$ cat config.mk
export PLATFORM = sky130hd
export DESIGN_NAME = ddr_in_deser_flat
export DESIGN_NICKNAME = d
export VERILOG_FILES = /design/src/rtl/ddr_in_deser_if.sv /design/src/rtl/ddr_in_deser.sv /design/src/flat_wrapper.sv
export SDC_FILE = /design/constraint.sdc
export NUM_CORES = 1
export LEC_CHECK = 0
export CAP_MARGIN = 20
export CORE_ASPECT_RATIO = 2
export CORE_UTILIZATION = 35
export DETAILED_ROUTE_END_ITERATION = 10
export SLEW_MARGIN = 20
export SYNTH_ARGS = -nofsm -noshare
export SYNTH_HDL_FRONTEND = slang
export SYNTH_SLANG_ARGS = --single-unit
export TNS_END_PERCENT = 30
$ cat constraint.sdc
create_clock -name clk -period 4.4 [get_ports clk]
set_clock_uncertainty 0.15 [all_clocks]
set_input_delay 0.44 -clock clk [delete_from_list [all_inputs] [get_ports clk]]
set_output_delay 0.44 -clock clk [all_outputs]
set_load 0.005 [all_outputs]
$ cat src/rtl/ddr_in_deser_if.sv
// Word-side handshake of the DDR deserialiser: assembled word with valid/ready.
interface ddr_in_deser_if #(
  parameter int WIDTH = 8,
  parameter int RATIO = 4
);
  logic [2*RATIO*WIDTH-1:0] word_out;
  logic                     word_valid;
  logic                     word_ready;

  modport master (output word_out, output word_valid, input word_ready);
  modport slave  (input word_out, input word_valid, output word_ready);
endinterface

$ cat src/rtl/ddr_in_deser.sv
// DDR input capture on both clock edges, posedge realignment and RATIO-pair word assembly
// with a valid/ready output and sticky overflow on dropped words.
module ddr_in_deser #(
  parameter int WIDTH     = 8,
  parameter int RATIO     = 4,
  parameter int SAME_EDGE = 1
) (
  input  logic             clk,
  input  logic             reset_n,
  input  logic [WIDTH-1:0] d,
  input  logic             ce,
  input  logic             r,
  input  logic             s,
  input  logic             slip,
  output logic [WIDTH-1:0] q_rise,
  output logic [WIDTH-1:0] q_fall,
  output logic             overflow,
  input  logic             ovf_clr,
  ddr_in_deser_if.master   wd
);

  localparam int WORD_W = 2 * RATIO * WIDTH;
  localparam int CNT_W  = (RATIO > 1) ? $clog2(RATIO) : 1;
  localparam logic [CNT_W-1:0] CNT_LAST = CNT_W'(RATIO - 1);

  logic [WIDTH-1:0]   rise_reg;
  logic [WIDTH-1:0]   fall_reg;
  logic               primed_reg;
  logic [2*WIDTH-1:0] pair_next;
  logic [2*WIDTH-1:0] slot_reg [RATIO];
  logic [CNT_W-1:0]   cnt_reg;
  logic [WORD_W-1:0]  word_next;
  logic [WORD_W-1:0]  word_reg;
  logic               valid_reg;
  logic               overflow_reg;
  logic               accept_next;
  logic               take_next;
  logic               complete_next;

  // primed_reg marks that rise_reg holds a real sample, so a fresh start never packs the reset zeros.
  always_ff @(posedge clk or negedge reset_n) begin
    if (!reset_n) begin
      rise_reg   <= '0;
      primed_reg <= 1'b0;
    end else if (r) begin
      rise_reg   <= '0;
      primed_reg <= 1'b0;
    end else if (s) begin
      rise_reg   <= '1;
      primed_reg <= 1'b1;
    end else if (ce) begin
      rise_reg   <= d;
      primed_reg <= 1'b1;
    end
  end

  always_ff @(negedge clk or negedge reset_n) begin
    if (!reset_n) begin
      fall_reg <= '0;
    end else if (r) begin
      fall_reg <= '0;
    end else if (s) begin
      fall_reg <= '1;
    end else if (ce) begin
      fall_reg <= d;
    end
  end

  generate
    if (SAME_EDGE != 0) begin : g_same_edge
      logic [WIDTH-1:0] rise_align_reg;
      logic [WIDTH-1:0] fall_align_reg;

      always_ff @(posedge clk or negedge reset_n) begin
        if (!reset_n) begin
          rise_align_reg <= '0;
          fall_align_reg <= '0;
        end else if (r) begin
          rise_align_reg <= '0;
          fall_align_reg <= '0;
        end else begin
          rise_align_reg <= rise_reg;
          fall_align_reg <= fall_reg;
        end
      end

      assign q_rise = rise_align_reg;
      assign q_fall = fall_align_reg;
    end else begin : g_split_edge
      assign q_rise = rise_reg;
      assign q_fall = fall_reg;
    end
  endgenerate

  // At a posedge, rise_reg holds the previous posedge sample and fall_reg the negedge after it.
  assign pair_next     = {fall_reg, rise_reg};
  assign accept_next   = ce & ~r & primed_reg;
  assign take_next     = accept_next & ~slip;
  assign complete_next = take_next & (cnt_reg == CNT_LAST);

  always_ff @(posedge clk or negedge reset_n) begin
    if (!reset_n) begin
      for (int k = 0; k < RATIO; k++) begin
        slot_reg[k] <= '0;
      end
      cnt_reg <= '0;
    end else if (r) begin
      for (int k = 0; k < RATIO; k++) begin
        slot_reg[k] <= '0;
      end
      cnt_reg <= '0;
    end else if (take_next) begin
      slot_reg[cnt_reg] <= pair_next;
      cnt_reg           <= complete_next ? '0 : cnt_reg + CNT_W'(1);
    end
  end

  // The completing pair bypasses its slot so the word is ready at the same posedge.
  genvar gi;
  generate
    for (gi = 0; gi < RATIO; gi++) begin : g_pack
      assign word_next[2*gi*WIDTH +: 2*WIDTH] =
        (cnt_reg == CNT_W'(gi)) ? pair_next : slot_reg[gi];
    end
  endgenerate

  always_ff @(posedge clk or negedge reset_n) begin
    if (!reset_n) begin
      word_reg     <= '0;
      valid_reg    <= 1'b0;
      overflow_reg <= 1'b0;
    end else begin
      if (complete_next && (!valid_reg || wd.word_ready)) begin
        word_reg  <= word_next;
        valid_reg <= 1'b1;
      end else if (valid_reg && wd.word_ready) begin
        valid_reg <= 1'b0;
      end
      // A new drop outranks a simultaneous clear.
      if (complete_next && valid_reg && !wd.word_ready) begin
        overflow_reg <= 1'b1;
      end else if (ovf_clr) begin
        overflow_reg <= 1'b0;
      end
    end
  end

  assign wd.word_out   = word_reg;
  assign wd.word_valid = valid_reg;
  assign overflow      = overflow_reg;

endmodule
$ cat src/flat_wrapper.sv
// flat-port wrapper written by rule: the top's interface ports become plain ports
module ddr_in_deser_flat 
#(
  parameter int WIDTH     = 8,
  parameter int RATIO     = 4,
  parameter int SAME_EDGE = 1
)
  (clk, reset_n, d, ce, r, s, slip, q_rise, q_fall, overflow, ovf_clr, wd_word_out, wd_word_valid, wd_word_ready);
  ddr_in_deser_if #(.WIDTH(WIDTH), .RATIO(RATIO)) wd_i ();
  input  logic clk;
  input  logic reset_n;
  input  logic [WIDTH-1:0] d;
  input  logic ce;
  input  logic r;
  input  logic s;
  input  logic slip;
  output logic [WIDTH-1:0] q_rise;
  output logic [WIDTH-1:0] q_fall;
  output logic overflow;
  input  logic ovf_clr;
  output wire logic [$bits(wd_i.word_out)-1:0] wd_word_out;
  output wire logic [$bits(wd_i.word_valid)-1:0] wd_word_valid;
  input wire logic [$bits(wd_i.word_ready)-1:0] wd_word_ready;
  assign wd_word_out = wd_i.word_out;
  assign wd_word_valid = wd_i.word_valid;
  assign wd_i.word_ready = wd_word_ready;
  ddr_in_deser #(.WIDTH(WIDTH), .RATIO(RATIO), .SAME_EDGE(SAME_EDGE)) u_core (.clk(clk), .reset_n(reset_n), .d(d), .ce(ce), .r(r), .s(s), .slip(slip), .q_rise(q_rise), .q_fall(q_fall), .overflow(overflow), .ovf_clr(ovf_clr), .wd(wd_i));
endmodule
==> flow_summary.yaml, run 1 <==
# flow metrics
outcome:
  status: "finished, violations left"
  violations: "DRC"
synth:
  ys_top_logic_family: "multiplexers"
  ys.flop_type: "dfrtp_1"
  ys_chip_area_um2: 6510
  largest_area_cell: "dfrtp_1"
  synth_top_area_share: 0.542
  async_reset_ff_frac: 1.00
  ys_sh_aoi: 0.0194
  syn-num-nets: 503
  edf_count: 0
  synth_area_um2: 6510
worst_setup_path:
  required_ns: 2.28
  reg2reg_slack_ns: 0.95
  cp_common_cell: "a21oi_1"
  slowest_delay_ns: 0.70
  critPathTopFamily: "buffers and inverters"
  r2r-start: "u_core.fall_reg[6]$_DFFE_NN0P_"
  reg2reg_to: "u_core.wd.word_out[30]$_DFFE_PN0P_"
  path_buffers: 1
  rr_worst_depth: 2
  crit_type: "in -> reg"
pwr:
  pwr_density_cell_nw_per_um2: 379
  powerComb_mw: 0.164
routing:
  wl_met2_um: 8000
  wl_um: 14900
  remaining_drc_errors: 5
  vias_per_cell: 4.89
  drtAntennaViolNets: 0
  wl_per_cell_um: 18.5
  wl_met1_um: 6160
timing:
  hold_ws_ns: 0.210
  tightestPinTransition_ns: 1.10
  fin_ws_ns: 0.688
  slew_viol_final: 0
flow_run:
  warning_count: 29
  cap_viol_max_count: 0
clock_tree:
  root_buffer: "clkbuf_16"
  insertion_delay_ns: 0.42
final_layout:
  fin_nets: 593
  dominant_cells: "sequential cells"
  layout_top_cell: "dfrtp_1"
  n_antenna_cell: 0
  final_core_util: 0.452
floorplan:
  pin_count: 98
  die_width_um: 98.4
grt:
  grt_max_degree: 71
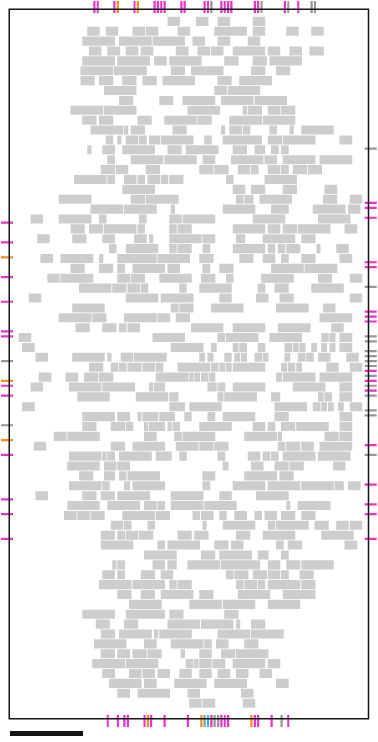
*I/O pins on the die edge, run 1*
The bar under the picture is 20 um long. Pins as bars across the die edge, other pins in gray.
ovf_clr: drawn in cyan, pins 1, direction input, edge bottom. wd_word_out: drawn in magenta, pins 64, direction output, edge 20 top, 16 right, 16 bottom, 12 left. q_rise: drawn in orange, pins 8, direction output, edge 3 left, 3 bottom, 2 top.

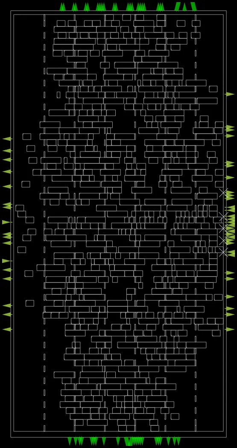
*Placement view, run 1*
Core Rows: 70
Well Taps: 216
Final Non-Filler Cells: 802
sequential share of cell area: 0.453

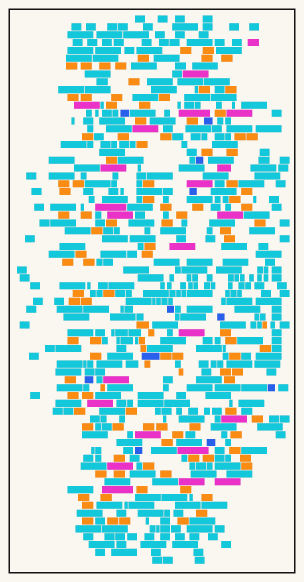
*Drive-strength map, run 1*
drive 1 or less: drawn in cyan, cells 437, share 75%. drive 6 and up: drawn in magenta, cells 23, share 3.9%. drive 2: drawn in orange, cells 115, share 20%. drive 3 to 4: drawn in blue, cells 11, share 1.9%.

### Cell area per tile, run 1

The die is cut into 10 by 19 equal tiles; white is low, dark blue is high, 0 to 100% covered.
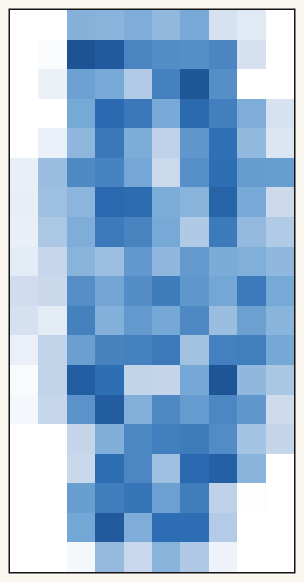

==> run 1 -> run 2 <==
- clock period: 4.4 -> 3.4 ns (I/O delays scaled with it)
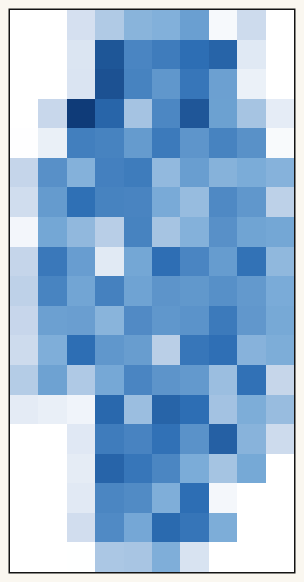
*Cell area per tile, run 2*
The die is cut into 10 by 19 equal tiles; white is low, dark blue is high, 0 to 100% covered.
16% of the tiles are nearly empty. The mean over all tiles is 42%. 6.8% of the tiles are over 75% full. The emptiest ninth of the die: bottom left. The fullest tile reaches 96%.

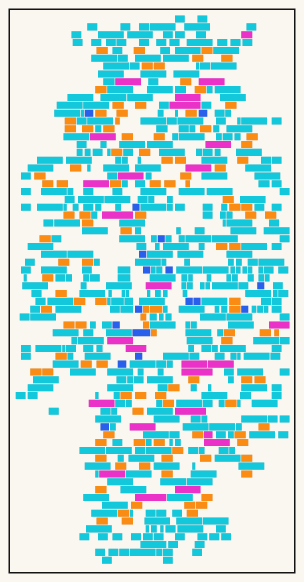
*Drive-strength map, run 2*
drive 3 to 4: drawn in blue, cells 17, share 2.9%. drive 6 and up: drawn in magenta, cells 26, share 4.4%. drive 2: drawn in orange, cells 115, share 19%. drive 1 or less: drawn in cyan, cells 438, share 73%.

==> run 2 against run 1 <==
  * Final cell count rose by 1.2%
  * Final area rose by 1.4%
  * Power rose by 32%
  * Wire length rose by 2.8%
  * Critical endpoint is now u_core.wd.word_out[24]$_DFFE_PN0P_
  * Critical path type is now reg -> reg
  * Sequential cell count did not move
  * Via count rose by 2.1%
  * First-iteration DRC count rose by 24%
  * The run still ends with DRC left
  * Core utilization rose by 0.62 points
  * Clock-buffer cell count did not move
  * Global-route usage rose by 0.54 points
==> flow_summary.yaml, run 2 <==
# flow metrics
worst_setup_path:
  cp_common_cell: "mux2_2"
  rr_worst_depth: 2
  required_ns: 3.56
  slowest_delay_ns: 0.41
  arrival_ns: 3.09
  crit_type: "reg -> reg"
  reg2reg_to: "u_core.wd.word_out[24]$_DFFE_PN0P_"
  reg2reg_slack_ns: 0.47
  worst-path-stages: 2
  path_buffers: 0
  startpoint: "u_core.fall_reg[0]$_DFFE_NN0P_"
  r2r-start: "u_core.fall_reg[0]$_DFFE_NN0P_"
  critPathTopFamily: "multiplexers"
outcome:
  status: "finished, violations left"
  violations: "DRC"
flow_run:
  warning_count: 29
  cap_viol_max_count: 0
routing:
  wl_met2_um: 8270
  drtAntennaViolNets: 0
  vias_per_cell: 4.93
  wl_per_cell_um: 18.8
  wl_met1_um: 6030
  vias: 4002
  remaining_drc_errors: 5
  wl_um: 15300
floorplan:
  pin_count: 98
  die_width_um: 98.4
  n_tap_cell: 216
  row_count: 70
  fp_util: 0.357
timing:
  tightestPinTransition_ns: 0.732
  slew_viol_final: 0
  hold_ws_ns: 0.261
  fin_ws_ns: 0.465
pwr:
  powerComb_mw: 0.225
  pwr_density_cell_nw_per_um2: 494
  maxPowerGroup: "the clock network"
grt:
  grt_pass1_vias: 4565
  grt_max_degree: 57
  grt_overflow_total: 0
  grtUsageMet1: 0.193
final_layout:
  syn_to_final_growth_pct: 28.2
  n_antenna_cell: 0
  dominant_cells: "sequential cells"
  fin_nets: 603
  instances_no_fill: 812
  largest_reg_flops: 64
  layout_top_cell: "dfrtp_1"
synth:
  synth_area_um2: 6510
  ys.flop_type: "dfrtp_1"
  ys_seq_frac: 0.573
  edf_count: 0
  area_leaders: "dfrtp_1 (54%), mux2_2 (19%), nand2b_1 (7.8%)"
  ys_chip_area_um2: 6510
  ys_sh_aoi: 0.0194
  synthDistinctLibCells: 22
  ys_top_logic_family: "multiplexers"
  xor_share: 0.00135
  largest_area_cell: "dfrtp_1"
  synth_top_area_share: 0.542
  syn-num-nets: 503
  async_reset_ff_frac: 1.00
hold_path:
  min_path_type: "in -> async"
clock_tree:
  insertion_delay_ns: 0.42
  clkTransAtPathRegs_ns: 0.06
  root_buffer: "clkbuf_16"
  cts_buffers: 17
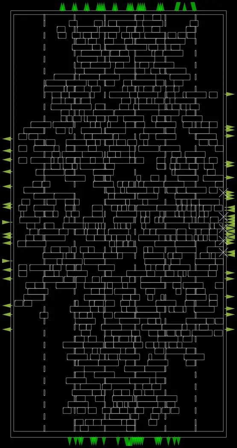
*Placement view, run 2*
Core Area: 18200 um2
sequential share of cell area: 0.447
flop count: 149
Final Core Density: 0.458

Power figures rest on the tool's default switching activity, not on a simulated workload.
